File: config.mk
export PLATFORM = sky130hd
export DESIGN_NAME = rgb_pwm_decoder
export DESIGN_NICKNAME = d
export VERILOG_FILES = /design/src/rtl/rgb_led_pkg.sv /design/src/rtl/pwm_duty_counter.sv /design/src/rtl/rgb_pwm_decoder.sv
export SDC_FILE = /design/constraint.sdc
export NUM_CORES = 1
export LEC_CHECK = 0
export CORE_ASPECT_RATIO = 2
export CORE_MARGIN = 4
export CORE_UTILIZATION = 51
export CTS_BUF_LIST = sky130_fd_sc_hd__clkbuf_4 sky130_fd_sc_hd__clkbuf_8 sky130_fd_sc_hd__clkbuf_16
export DETAILED_ROUTE_END_ITERATION = 12
export HOLD_SLACK_MARGIN = 0.03
export PLACE_DENSITY = 0.81
export REMOVE_ABC_BUFFERS = 1
export SLEW_MARGIN = 25
export SYNTH_ARGS = -nofsm -noshare
export SYNTH_HDL_FRONTEND = slang
export SYNTH_SLANG_ARGS = --single-unit
File: constraint.sdc
create_clock -name clk -period 3.8 [get_ports clk]
set_clock_uncertainty 0.15 [all_clocks]
set_input_delay 0.38 -clock clk [delete_from_list [all_inputs] [get_ports clk]]
set_output_delay 0.38 -clock clk [all_outputs]
set_load 0.01 [all_outputs]
File: src/rtl/rgb_led_pkg.sv
// Purpose: shared constants and types for the RGB LED PWM driver/decoder pair.
// Latency: n/a (declarations only).
// Backpressure: n/a.
//
// Contents: frame length default, blink timeout default, per-channel count
// width, packed colour triple and the blink-detector state encoding.
package rgb_led_pkg;

    // One PWM frame, and therefore one decoder measurement window, in clk cycles.
    localparam int          PWM_STEPS_DEF     = 255;

    // Window ends without a dark/lit change before blink is withdrawn
    // (about 1.0 s of 255-cycle windows at 27 MHz).
    localparam logic [16:0] BLINK_TIMEOUT_DEF = 17'd105882;

    // Per-channel duty count width; 255 steps fit exactly in 8 bits.
    localparam int          CNT_W             = 8;

    typedef struct packed {
        logic [CNT_W-1:0] r;
        logic [CNT_W-1:0] g;
        logic [CNT_W-1:0] b;
    } rgb_t;

    typedef enum logic [1:0] {
        STEADY   = 2'd0,
        ONE_EDGE = 2'd1,
        BLINKING = 2'd2
    } blink_state_t;

endpackage

File: src/rtl/pwm_duty_counter.sv
// Purpose: measure the low-time of one active-low PWM line over a measurement window.
// Latency: 2-cycle synchroniser, count loads on the window-end edge.
// Backpressure: none; count is overwritten every window.
//
// Ports:
//   clk, n_rst  clock and asynchronous active-low reset
//   pwm_n       raw active-low PWM line (asynchronous to nothing in particular)
//   win_end     high during the last cycle of each window, from the top
//   count_nxt   value the count will take if this is the window-end cycle
//   count       duty count of the last completed window
module pwm_duty_counter
    import rgb_led_pkg::*;
(
    input  logic             clk,
    input  logic             n_rst,
    input  logic             pwm_n,
    input  logic             win_end,
    output logic [CNT_W-1:0] count_nxt,
    output logic [CNT_W-1:0] count
);

    localparam logic [CNT_W-1:0] CNT_ONE = CNT_W'(1);

    logic             sync_q1;
    logic             sync_q2;
    logic             low;
    logic [CNT_W-1:0] acc;

    // Synchronised sample; the line is active-low so 0 means light on.
    assign low = ~sync_q2;

    // The window-end sample is folded in here rather than into acc, so a
    // fully-on window yields 255 without acc ever needing a ninth bit.
    assign count_nxt = acc + {{(CNT_W-1){1'b0}}, low};

    always_ff @(posedge clk or negedge n_rst) begin
        if (!n_rst) begin
            sync_q1 <= 1'b1;
            sync_q2 <= 1'b1;
            acc     <= '0;
            count   <= '0;
        end else begin
            sync_q1 <= pwm_n;
            sync_q2 <= sync_q1;
            if (win_end) begin
                count <= count_nxt;
                acc   <= '0;
            end else if (low) begin
                acc <= acc + CNT_ONE;
            end
        end
    end

endmodule

File: src/rtl/rgb_pwm_decoder.sv
// Purpose: recover the RGB duty value from three active-low PWM lines, flag dark and blinking.
// Latency: 2-cycle input sync; outputs update on the edge ending each PWM_STEPS-cycle window.
// Backpressure: none; rgb_valid is a one-cycle pulse that cannot be stalled.
//
// Ports:
//   clk, n_rst           clock and asynchronous active-low reset
//   led_r, led_g, led_b  active-low PWM lines (0 = light on)
//   rgb                  {r,g,b} duty counts of the last window
//   rgb_valid            pulse for the cycle following each rgb update
//   lit_rgb              last measurement taken with two consecutive lit windows
//   dark                 last window had all three counts zero
//   blink                dark/lit alternation detected
module rgb_pwm_decoder
    import rgb_led_pkg::*;
#(
    parameter int          PWM_STEPS     = PWM_STEPS_DEF,
    parameter logic [16:0] BLINK_TIMEOUT = BLINK_TIMEOUT_DEF
) (
    input  logic        clk,
    input  logic        n_rst,
    input  logic        led_r,
    input  logic        led_g,
    input  logic        led_b,
    output logic [23:0] rgb,
    output logic        rgb_valid,
    output logic [23:0] lit_rgb,
    output logic        dark,
    output logic        blink
);

    localparam int               WIN_W    = (PWM_STEPS > 2) ? $clog2(PWM_STEPS) : 1;
    localparam logic [WIN_W-1:0] WIN_LAST = WIN_W'(PWM_STEPS - 1);
    localparam logic [WIN_W-1:0] WIN_ONE  = WIN_W'(1);
    localparam logic [16:0]      TMR_ONE  = 17'd1;

    // ------------------------------------------------------------------
    // Free-running window counter. No alignment to the driver is needed:
    // any PWM_STEPS consecutive samples of a periodic frame hold the duty.
    // ------------------------------------------------------------------
    logic [WIN_W-1:0] win;
    logic             win_end;

    assign win_end = (win == WIN_LAST);

    always_ff @(posedge clk or negedge n_rst) begin
        if (!n_rst) begin
            win <= '0;
        end else if (win_end) begin
            win <= '0;
        end else begin
            win <= win + WIN_ONE;
        end
    end

    // ------------------------------------------------------------------
    // Per-channel duty counters
    // ------------------------------------------------------------------
    rgb_t cnt_nxt;
    rgb_t cnt_q;

    pwm_duty_counter u_cnt_r (
        .clk       (clk),
        .n_rst     (n_rst),
        .pwm_n     (led_r),
        .win_end   (win_end),
        .count_nxt (cnt_nxt.r),
        .count     (cnt_q.r)
    );

    pwm_duty_counter u_cnt_g (
        .clk       (clk),
        .n_rst     (n_rst),
        .pwm_n     (led_g),
        .win_end   (win_end),
        .count_nxt (cnt_nxt.g),
        .count     (cnt_q.g)
    );

    pwm_duty_counter u_cnt_b (
        .clk       (clk),
        .n_rst     (n_rst),
        .pwm_n     (led_b),
        .win_end   (win_end),
        .count_nxt (cnt_nxt.b),
        .count     (cnt_q.b)
    );

    assign rgb = cnt_q;

    // ------------------------------------------------------------------
    // Window classification and stable-lit capture.
    // dark_q doubles as the previous window's class: it is loaded with the
    // class of the window just ended, on the same edge as rgb.
    // ------------------------------------------------------------------
    logic win_dark;
    logic transition;
    logic dark_q;
    logic valid_q;
    rgb_t lit_q;

    assign win_dark   = (cnt_nxt == '0);
    assign transition = (win_dark != dark_q);

    always_ff @(posedge clk or negedge n_rst) begin
        if (!n_rst) begin
            dark_q  <= 1'b1;
            valid_q <= 1'b0;
            lit_q   <= '0;
        end else begin
            valid_q <= win_end;
            if (win_end) begin
                dark_q <= win_dark;
                // A window next to a dark one may hold only part of a lit
                // frame, so only a lit window following a lit window is kept.
                if (!win_dark && !dark_q) begin
                    lit_q <= cnt_nxt;
                end
            end
        end
    end

    assign rgb_valid = valid_q;
    assign dark      = dark_q;
    assign lit_rgb   = lit_q;

    // ------------------------------------------------------------------
    // Blink detector: two transitions close together mean blinking; a
    // long enough quiet spell returns to steady. The timer counts quiet
    // windows and saturates at BLINK_TIMEOUT. A transition always wins
    // over a timeout falling in the same window.
    // ------------------------------------------------------------------
    blink_state_t state;
    blink_state_t state_nxt;
    logic [16:0]  timer;
    logic [16:0]  timer_nxt;
    logic         blink_q;

    always_ff @(posedge clk or negedge n_rst) begin
        if (!n_rst) begin
            state   <= STEADY;
            timer   <= '0;
            blink_q <= 1'b0;
        end else begin
            state   <= state_nxt;
            timer   <= timer_nxt;
            blink_q <= (state_nxt == BLINKING);
        end
    end

    always_comb begin
        state_nxt = state;
        timer_nxt = timer;
        if (win_end) begin
            if (transition) begin
                timer_nxt = '0;
                case (state)
                    STEADY:   state_nxt = ONE_EDGE;
                    ONE_EDGE: state_nxt = BLINKING;
                    BLINKING: state_nxt = BLINKING;
                    default:  state_nxt = STEADY;
                endcase
            end else if (timer == BLINK_TIMEOUT) begin
                // Saturated: hold the timer, fall back to steady.
                state_nxt = STEADY;
            end else begin
                timer_nxt = timer + TMR_ONE;
            end
        end
    end

    assign blink = blink_q;

endmodule

Fig. 1: gate families picked out
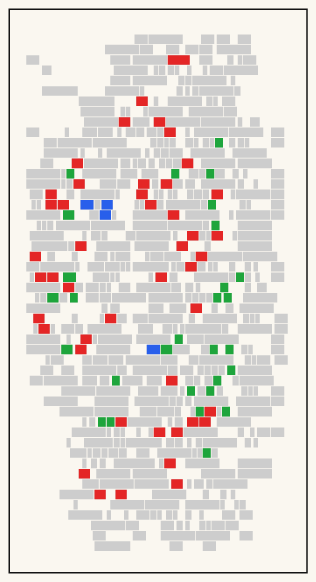
colour	family	cells
green	and/or cells	29
blue	non-inverting ao/oa cells	4
red	xor and xnor cells	46
logic share of the area: 35.5%
fin cells: 674
most frequent logic cell in the layout: dfrtp_1

==> results_slide.txt <==
Physical Implementation Snapshot

Setup path
  • Crit path DAT: about 3.7 ns
  • Crit Path Max Fanout: 3
  • Crit path launch type: flip-flop
  • Setup CP Type: flip-flop to flip-flop
  • Critical Path Sink Type: flip-flop
  • Slowest library cell on the worst path: dfstp_2
  • Crit path depth: 13

Die
  • Chip width: slightly below 80 um
  • Core box area: 9450 um^2
  • Initial Util: a little over half

Pwr
  • Internal: between 2000 and 2500 uW
  • Switching share of power: between 30 and 40%
  • Combinational share of power: a little over a fifth
  • Maximum vdd drop: around 0.00029 V
  • Tot Pwr: about 3000 uW
  • Sw Pwr: 937 uW

Final timing
  • Worst slew margin: between 40% and 50%
  • Setup TNS: 0 ns

Cells and area
  • Diodes inserted: 0
  • Layout cells sized above 1: 12.5%
  • Final nets: between 500 and 600
  • Seq/total area: 44.7%
  • Clkbuf count: 12

Placed design
  • Port buffer count: approximately 55
  • Total placed instance area: between 5000 and 6000 um^2
  • Placed cells: ~660

CTS
  • Clk root buf: clkbuf_16
  • CTS max path bufs: 2
  • Hold buffers post-CTS: 1
  • Setup bufs post-CTS: 0
  • TritonCTS buffer count: 9

Status
  • Status: finished clean

Drt
  • Metal2 WL: 5720 um

Hold path
  • HP Class: flip-flop to flip-flop
  • Worst hold path depth: 0

Logic synthesis
  • Post-Syn Area per Cell: between 10 and 15 um^2
  • Flip-flops with a built-in enable: 0
  • Cell accounting for the most synthesized area: dfrtp_1
  • Post-synth ARST share: 100%
  • Adder-Cell Fraction of Synth Area: ~3.8%

GRT
  • GRT met1 Usage: between 20% and 30%
Fig. 2: M2 wires
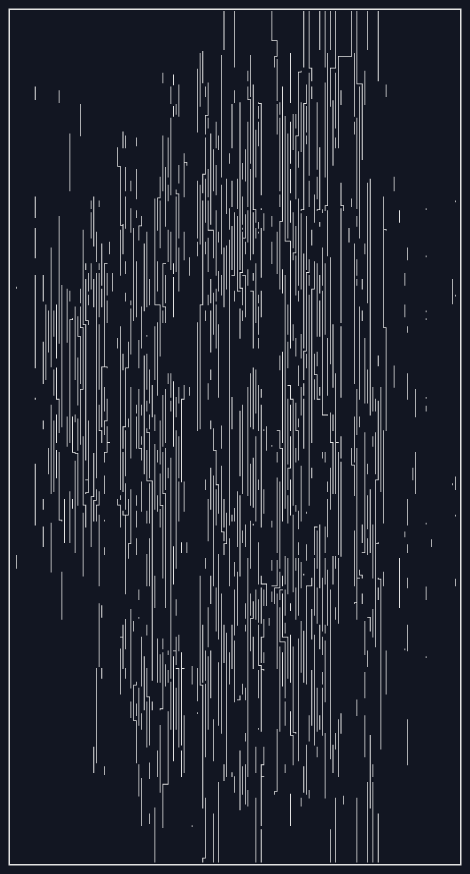
longest straight run	49.3 um
nets with wire on the layer	487
GR met2 Demand/Resource: 34.6%
drt total wl: 10400 um

Power and IR drop assume default switching activity.
